Figure 1. Metal 1 (run 1).
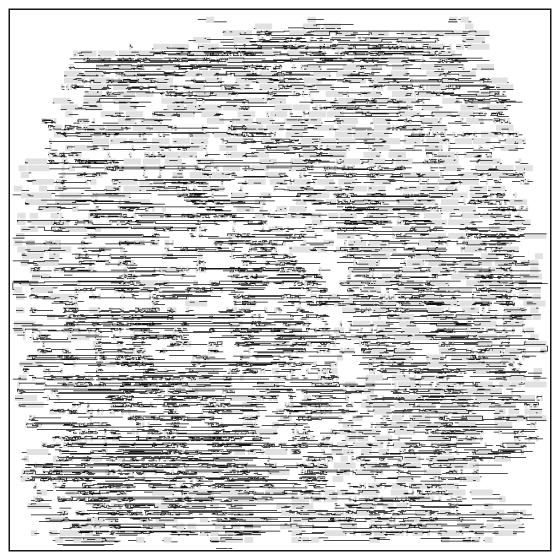
Figure 2. Metal 2 (run 1).
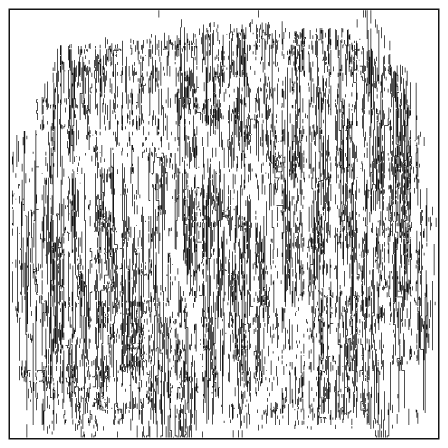
Figure 3. M4 wires (run 1).
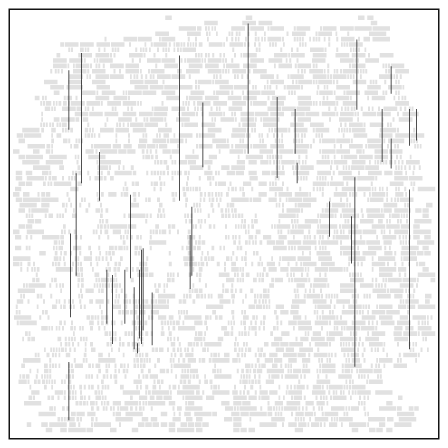
Figure 4. Local utilization (run 1).
Scale bar: 50 µm. 22 x 22 tiles, from dark blue (low) to red (high), 0 to 100% covered.
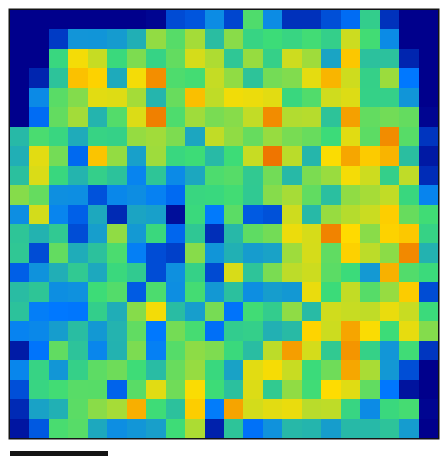
Design dsp_mult_acc_pipe, sky130hd; sources not shown.
==> reports/qor.txt, run 1 <==
status - complete, no violations
signal buffers share of area - 0.04410
met2 routed wirelength - 29200 µm
cell area after technology mapping - 0.02089 mm²
main area contributors - sky130_fd_sc_hd__fa_1 37%, sky130_fd_sc_hd__nand2_1 14%, sky130_fd_sc_hd__inv_1 13%, sky130_fd_sc_hd__dfrtp_1 9.9%, sky130_fd_sc_hd__ha_1 9.0%
highest routed layer - met4
Critical Path Slowest Stage Cell - sky130_fd_sc_hd__dfrtp_1
maximum cell stage delay along the critical path - 0.85 ns
sinks on the clock net - 83
Commonest flop - sky130_fd_sc_hd__dfrtp_1
Clock buffers and inverters, area share - 0.01330
number of enable flip-flop cells - 0
largest net degree at the start of global routing - 50
vias per std cell - 5.085
cell family with most CP delay - adder cells
buffer type at the clock tree root - sky130_fd_sc_hd__clkbuf_16
worst-margin pin slew - 0.9329 ns
global-route usage over all layers - 0.2789
number of cells in the yosys synthesis report - 2815
leading post-synthesis cells by instance count - 772 x sky130_fd_sc_hd__nand2_1, 736 x sky130_fd_sc_hd__inv_1, 390 x sky130_fd_sc_hd__fa_1
count of standard-cell rows - 78
count of plain and timing-repair buffers - 105
Pre-Repair DR Iteration Count - 7
Signal inverters - 739
CTS tree - done
Critical Path AT - 9.13 ns
About Figure 1:
The wires run mostly horizontal. The longest straight run is 76.8 µm. The layer carries 27.2 mm of wire.
wire length reported by the detailed router: 61170 µm
met1 Usage GRT: 0.3855

About Figure 2:
The layer holds 48% of the routed length. 2797 nets have wire on it. The wires run mostly vertical. The layer carries 29.2 mm of wire.
GR Layer Usage met2: 0.4663
total via count in the routed design: 17513

About Figure 3:
31 nets have wire on it. The layer holds 2.0% of the routed length. The layer carries 1210 µm of wire. The wires run mostly vertical. The longest straight run is 95.9 µm.

About Figure 4:
The densest ninth of the die: middle right. The mean over all tiles is 46%. 5.6% of the tiles are nearly empty. The fullest tile reaches 87%. 6.6% of the tiles are over 75% full.
effective utilization at floorplan: 0.4583
post-route core utilization: 0.4955
Core Footprint: 0.04558 mm²

-- run 1: layer usage --
layer / vias up / global-route usage
met5: - / 0
met4: 0 / 0.06103
li1: 8245 / -
met3: 74 / 0.03584
met1: 8647 / 0.3855
met2: 547 / 0.4663
-- run 1: layout by cell type, fill, tap and decap left out, drive strengths merged --
cell type / count
o311ai: 1
fa: 390
a31oi: 16
nor3b: 3
a211oi: 1
o21bai: 15
nand3b: 16
buf: 22
o21ai: 51
nor2: 177
inv: 740
or2: 18
a21oi: 88
clkinvlp: 2
dfrtp: 83
nand2: 778
o21a: 1
xnor2: 4
o211ai: 2
clkinv: 2
ha: 150
nor4: 3
clkbuf: 10
a21o: 6
nor3: 14
bufinv: 1
and2: 15
xor2: 21
nand3: 114
nand4: 17
clkdlybuf4s50: 83
Figure 5. Routing congestion (run 1).
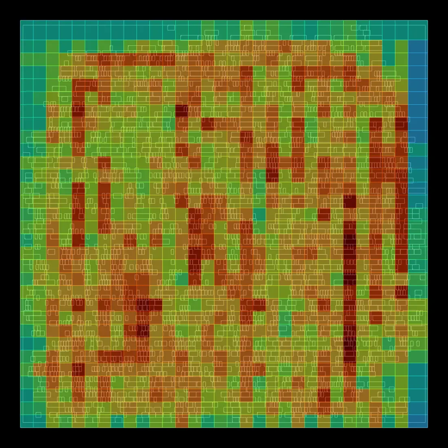

==> run 2, diff against run 1 <==
--- a/config.mk
+++ b/config.mk
@@ -6,7 +6,7 @@
 export NUM_CORES = 1
 export LEC_CHECK = 0
 export ABC_AREA = 1
-export ABC_CLOCK_PERIOD_IN_PS = 21900
+export ABC_CLOCK_PERIOD_IN_PS = 8200
 export CORE_UTILIZATION = 45
 export DETAILED_ROUTE_END_ITERATION = 8
 export HOLD_SLACK_MARGIN = 0.06
==> constraint.sdc (replaced) <==
create_clock -name clk -period 8.2 [get_ports clk]
set_input_delay 2.05 -clock clk [delete_from_list [all_inputs] [get_ports clk]]
set_output_delay 2.05 -clock clk [all_outputs]
set_load 0.02 [all_outputs]
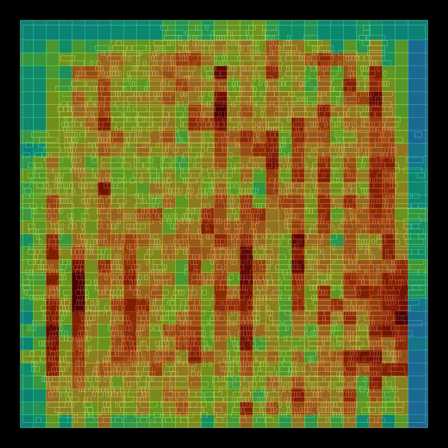
Figure 6: run 2, routing congestion.
most used routing layer in global routing: met2
post-route core utilization: 0.5134
GR Layer Usage met2: 0.4679
met1 Usage GRT: 0.3866

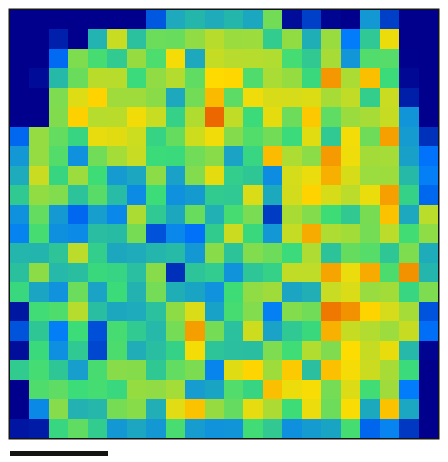
Figure 7: run 2, local utilization.
Scale bar: 50 µm. 22 x 22 tiles, from dark blue (low) to red (high), 0 to 100% covered.
The fullest tile reaches 88%. 6.4% of the tiles are over 75% full. The mean over all tiles is 48%. 7.4% of the tiles are nearly empty.

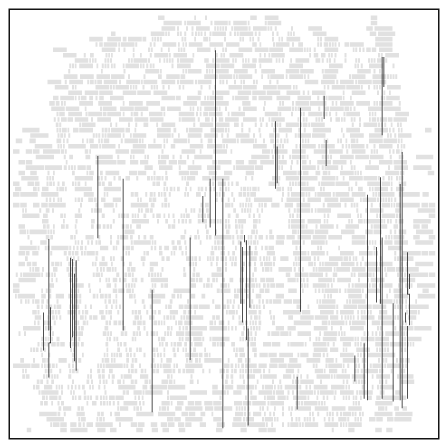
Figure 8: run 2, M4 wires.
The longest straight run is 130 µm. The layer carries 1930 µm of wire.
total via count in the routed design: 17864
wire length reported by the detailed router: 62590 µm

==> run 2 against run 1 <==
Via count grew 2.0%. Critical path depth is the same.
==> reports/qor.txt, run 2 <==
buffer type at the clock tree root - sky130_fd_sc_hd__clkbuf_16
commonest cells after routing, fill and taps aside - 770 x sky130_fd_sc_hd__nand2_1, 734 x sky130_fd_sc_hd__inv_1, 388 x sky130_fd_sc_hd__fa_1
Clock buffers and inverters, area share - 0.01358 (+0.0002858)
effective utilization at floorplan - 0.4583 (unchanged)
Critical Path Slowest Stage Cell - sky130_fd_sc_hd__fa_2
die footprint - 0.04728 mm²
Post-Layout Cell Count - 3533
count of synthesis-stage warnings from yosys - 0
leading post-synthesis cells by instance count - 772 x sky130_fd_sc_hd__nand2_1, 736 x sky130_fd_sc_hd__inv_1, 390 x sky130_fd_sc_hd__fa_1
peak clock frequency supported by timing - 0.1274 GHz
final critical-path required period - 7.848 ns
clock insertion delay at the later pin of the skew report - 0.41 ns
proportion of register bits with asynchronous set or reset after synthesis - 1.000
count of standard-cell rows - 78 (unchanged)
CTS tree - done
largest net degree at the start of global routing - 49 (-2.0%)
Pre-Repair DR Iteration Count - 6 (-1)
status - complete, no violations
final global-route overflow total - 0
vias per std cell - 5.056 (-0.57%)
commonest non-fill, non-tap cell in the layout - sky130_fd_sc_hd__nand2_1
Critical Path AT - 8.15 ns (-0.98 ns)
worst-margin pin slew - 0.7789 ns (-0.1540 ns)
global-route usage over all layers - 0.2830 (+0.004117)
number of distinct standard cells referenced by the synthesized netlist - 41
maximum cell stage delay along the critical path - 0.59 ns (-0.26 ns)
number of enable flip-flop cells - 0 (unchanged)
sinks on the clock net - 83 (unchanged)
signal buffers share of area - 0.07219 (+0.02809)
cell area after technology mapping - 0.02089 mm² (unchanged)
number of cells in the yosys synthesis report - 2815 (unchanged)
Signal inverters - 739 (unchanged)
main area contributors - sky130_fd_sc_hd__fa_1 37%, sky130_fd_sc_hd__nand2_1 14%, sky130_fd_sc_hd__inv_1 13%, sky130_fd_sc_hd__dfrtp_1 9.9%, sky130_fd_sc_hd__ha_1 9.0%
cell family with most CP delay - adder cells
R2R cell count - 36
[run 2: cell counts after synthesis]
Identical to the previous run, type by type.
[run 2: layer usage]
layer / vias to the layer above / track usage / routed length, µm
li1: 8422 / - / -
met1: 8872 / 0.3866 / 27990
met2: 471 / 0.4679 / 29710
met3: 97 / 0.03222 / 2949
met4: 2 / 0.09202 / 1934
met5: - / 0 / 13
[run 2: cell families (layout without fill, tap and decap cells)]
logic type               after synthesis  in the layout  synth area share
AND-OR/OR-AND                        181            181           0.04768
flip-flops                            83             83           0.09944
buffers and inverters                831            949            0.1496
adder cells (fa/ha/maj)              540            540            0.4637
AND/OR/NAND/NOR                     1155           1155            0.2280
XOR/XNOR                              25             25           0.01156
